==> config.mk <==
export PLATFORM = sky130hd
export DESIGN_NAME = captouch_scan_scheduler_flat
export DESIGN_NICKNAME = d
export VERILOG_FILES = /design/src/rtl/captouch_scan_scheduler_pkg.sv /design/src/rtl/captouch_scan_scheduler_if.sv /design/src/rtl/captouch_scan_scheduler_pad_filter.sv /design/src/rtl/captouch_scan_scheduler.sv /design/src/flat_wrapper.sv
export SDC_FILE = /design/constraint.sdc
export NUM_CORES = 1
export LEC_CHECK = 0
export CAP_MARGIN = 30
export CORE_UTILIZATION = 54
export DETAILED_ROUTE_END_ITERATION = 12
export GPL_ROUTABILITY_DRIVEN = 0
export GPL_TIMING_DRIVEN = 1
export PLACE_DENSITY = 0.78
export SLEW_MARGIN = 40
export SYNTH_ARGS = -nofsm -noshare
export SYNTH_HDL_FRONTEND = slang
export SYNTH_SLANG_ARGS = --single-unit
==> constraint.sdc <==
create_clock -name clk -period 6.3 [get_ports clk]
set_input_delay 0.945 -clock clk [delete_from_list [all_inputs] [get_ports clk]]
set_output_delay 0.945 -clock clk [all_outputs]
set_load 0.01 [all_outputs]
Figure 1. Clock network drawn from the DEF.
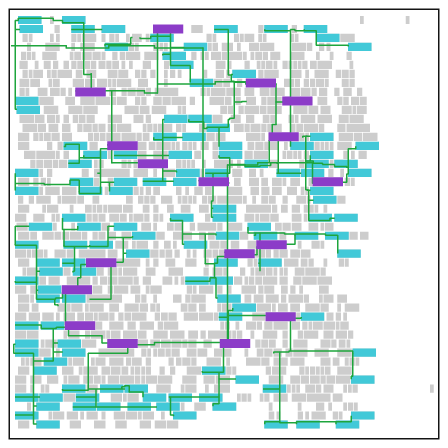
legend:
  purple:
    item: clock-net drivers
    count: 17
  green:
    item: clock wires
    length: 1640 µm
  cyan:
    item: flip-flops
    count: 125
routed clock nets: 18
flops lie: spread over the die
worst skew pair latency: 420 ps
clock power share: 52.4%

Figure 2. I/O nets highlighted.
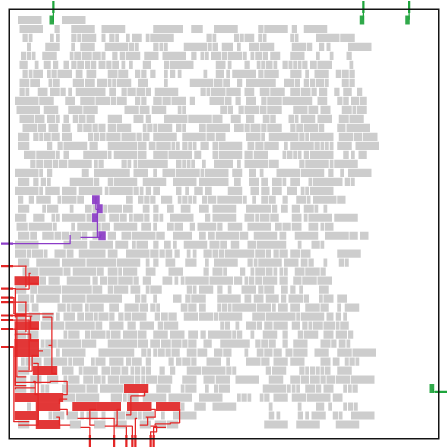
legend:
  green:
    port: `io_bus_cap_out`
    bits: 4
    direction: output
    edge: 3 north, 1 east
    end_cells: 4
    wire: 10.5 µm
  red:
    port: `io_bus_meas_count`
    bits: 15
    direction: output
    edge: 8 west, 7 south
    end_cells: 15
    wire: 396 µm
  purple:
    port: `io_bus_enable`
    bits: 1
    direction: input
    edge: west
    end_cells: 4
    wire: 40.5 µm
Port Buffers: 35
IO Count: 40

Figure 3. Ports around the boundary.
Pins as bars across the die edge, other pins in grey.
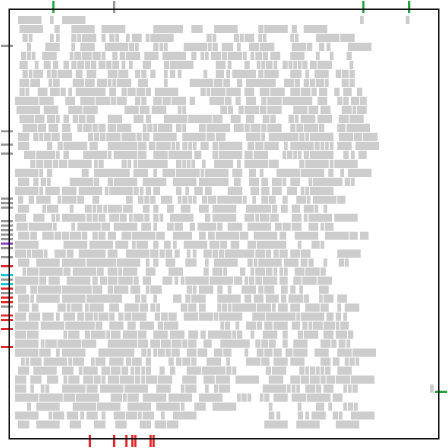
legend:
  green:
    port: `io_bus_cap_out`
    pins: 4
    direction: output
    edge: 3 north, 1 east
  red:
    port: `io_bus_meas_count`
    pins: 15
    direction: output
    edge: 8 west, 7 south
  purple:
    port: `io_bus_enable`
    pins: 1
    direction: input
    edge: west
  cyan:
    port: `io_bus_meas_pad`
    pins: 2
    direction: output
    edge: west
all pins by edge: 28 west, 7 south, 4 north, 1 east
die y size: 129.5 µm
chip width: 129.5 µm

==> results.sh <==
# physical design summary
export IMPL_status="complete, no violations"
export IMPL_num_fill_cells=1364
export IMPL_r2r_cells=15
export IMPL_simple_gate_area_share_pct=20.27
export IMPL_endpoint_kind="register"
export IMPL_post_cts_buffers=0
export IMPL_crit_arrival_ps=4030
export IMPL_setup_viol=0
export IMPL_crit_slowest_cell="or4_1"
export IMPL_p_per_area_mw_per_mm2=198.0
export IMPL_top_usage_layer="met2"
export IMPL_irDropWorstVdd_mv=0.2066
export IMPL_synth_cell_types=77
export IMPL_slew_violations=0
export IMPL_crit_cells=15
export IMPL_crit_path_max_fanout=3
export IMPL_dpl_cell_count=1251
export IMPL_cts_tree="yes"
export IMPL_combGateArea_mm2=0.005884
export IMPL_clkTransAtPathRegs_ps=60
export IMPL_p_leak_nw=4.258
export IMPL_seq_area_frac_synth_pct=28.51
export IMPL_edf_count=0
export IMPL_path_cells="ha_1, fa_1, a211o_1, a21oi_1, o21ai_1, a41o_1, nor2_1, xor2_1, ha_1, nand4_1, or4_1, o21ai_0, a311oi_1, a221oi_1, o22ai_1"
export IMPL_ys_flop_type="dfxtp_1"
export IMPL_yosysTopAreaCell="dfxtp_1"
export IMPL_cts_buffers=17
export IMPL_ys_cells=1044
export IMPL_wl_per_cell_um=16.83
export IMPL_hold_buffers=0
export IMPL_top_cells_by_area="dfxtp_1 (29%), ha_1 (16%), a21oi_1 (6.6%), nand2_1 (5.6%), xor2_1 (4.9%)"
export IMPL_largest_reg_flops=60
export IMPL_cp_num_buf_inv=0
export IMPL_async_flop_share_pct=0
export IMPL_htree_levels=4
export IMPL_relSlewSlack_pct=42.42
export IMPL_crit_type="register to register"
export IMPL_drtPass1Iterations=5
export IMPL_ys_area_mm2=0.008778
export IMPL_ctsResizeCount=0
## cell type report
type | instances | share of cell area, %
multi-input combinational | 844 | 60.14
sequential | 125 | 25.58
timing repair buffer | 45 | 4.425
clock buffer | 17 | 4.348
tap | 216 | 2.762
clock inverter | 15 | 1.905
inverter | 22 | 0.8440
## Yosys cell counts (12+ instances only)
master	number
a21o_1	16
a21oi_1	116
and3_1	14
buf_2	15
clkbuf_1	20
dfxtp_1	125
ha_1	114
inv_1	22
mux2i_1	31
nand2_1	130
nand3_1	28
nand4_1	19
nor2_1	82
nor2b_1	18
nor3_1	14
o211ai_1	13
o21ai_0	22
o21ai_1	20
or3_1	13
xnor2_1	12
xor2_1	49
## per-stage QoR
stage                     hold WS (ps)  instance area, µm²  worst slack [ps]  total power, mW
after floorplan                  413.8                8790              2855           0.9055
after global placement           420.8                9119              2688           0.9315
after detailed placement         423.7                9165              2605           0.9361
after CTS                        434.7                9777              2583            1.948
after global routing             447.3                9784              2319            1.994
final                            433.7                9784              2565            1.938
## layout by cell type (no fill, tap or decap), types with 16 or more instances in the layout
cell,instances
nor2b_1,18
nor2_1,81
dfxtp_1,125
nand2_1,130
nand4_1,19
ha_1,114
mux2i_1,31
a21o_1,16
inv_1,22
clkdlybuf4s50_1,34
nand3_1,28
o21ai_1,19
o21ai_0,22
a21oi_1,116
clkbuf_16,17
xor2_1,49
## routing by layer
metal	wire length, µm	up-vias	part of all wire [%]
li1	-	3800	-
met1	10000	3523	46
met2	9862	249	46
met3	1272	46	5.9
met4	478	0	2.2
met5	0	-	0
## power breakdown
part	switching (mW)	internal, mW
Sequential	0.0120	0.797
Clock	0.389	0.627
Combinational	0.0718	0.0412
Power figures rest on the tool's default switching activity, not on a simulated workload.
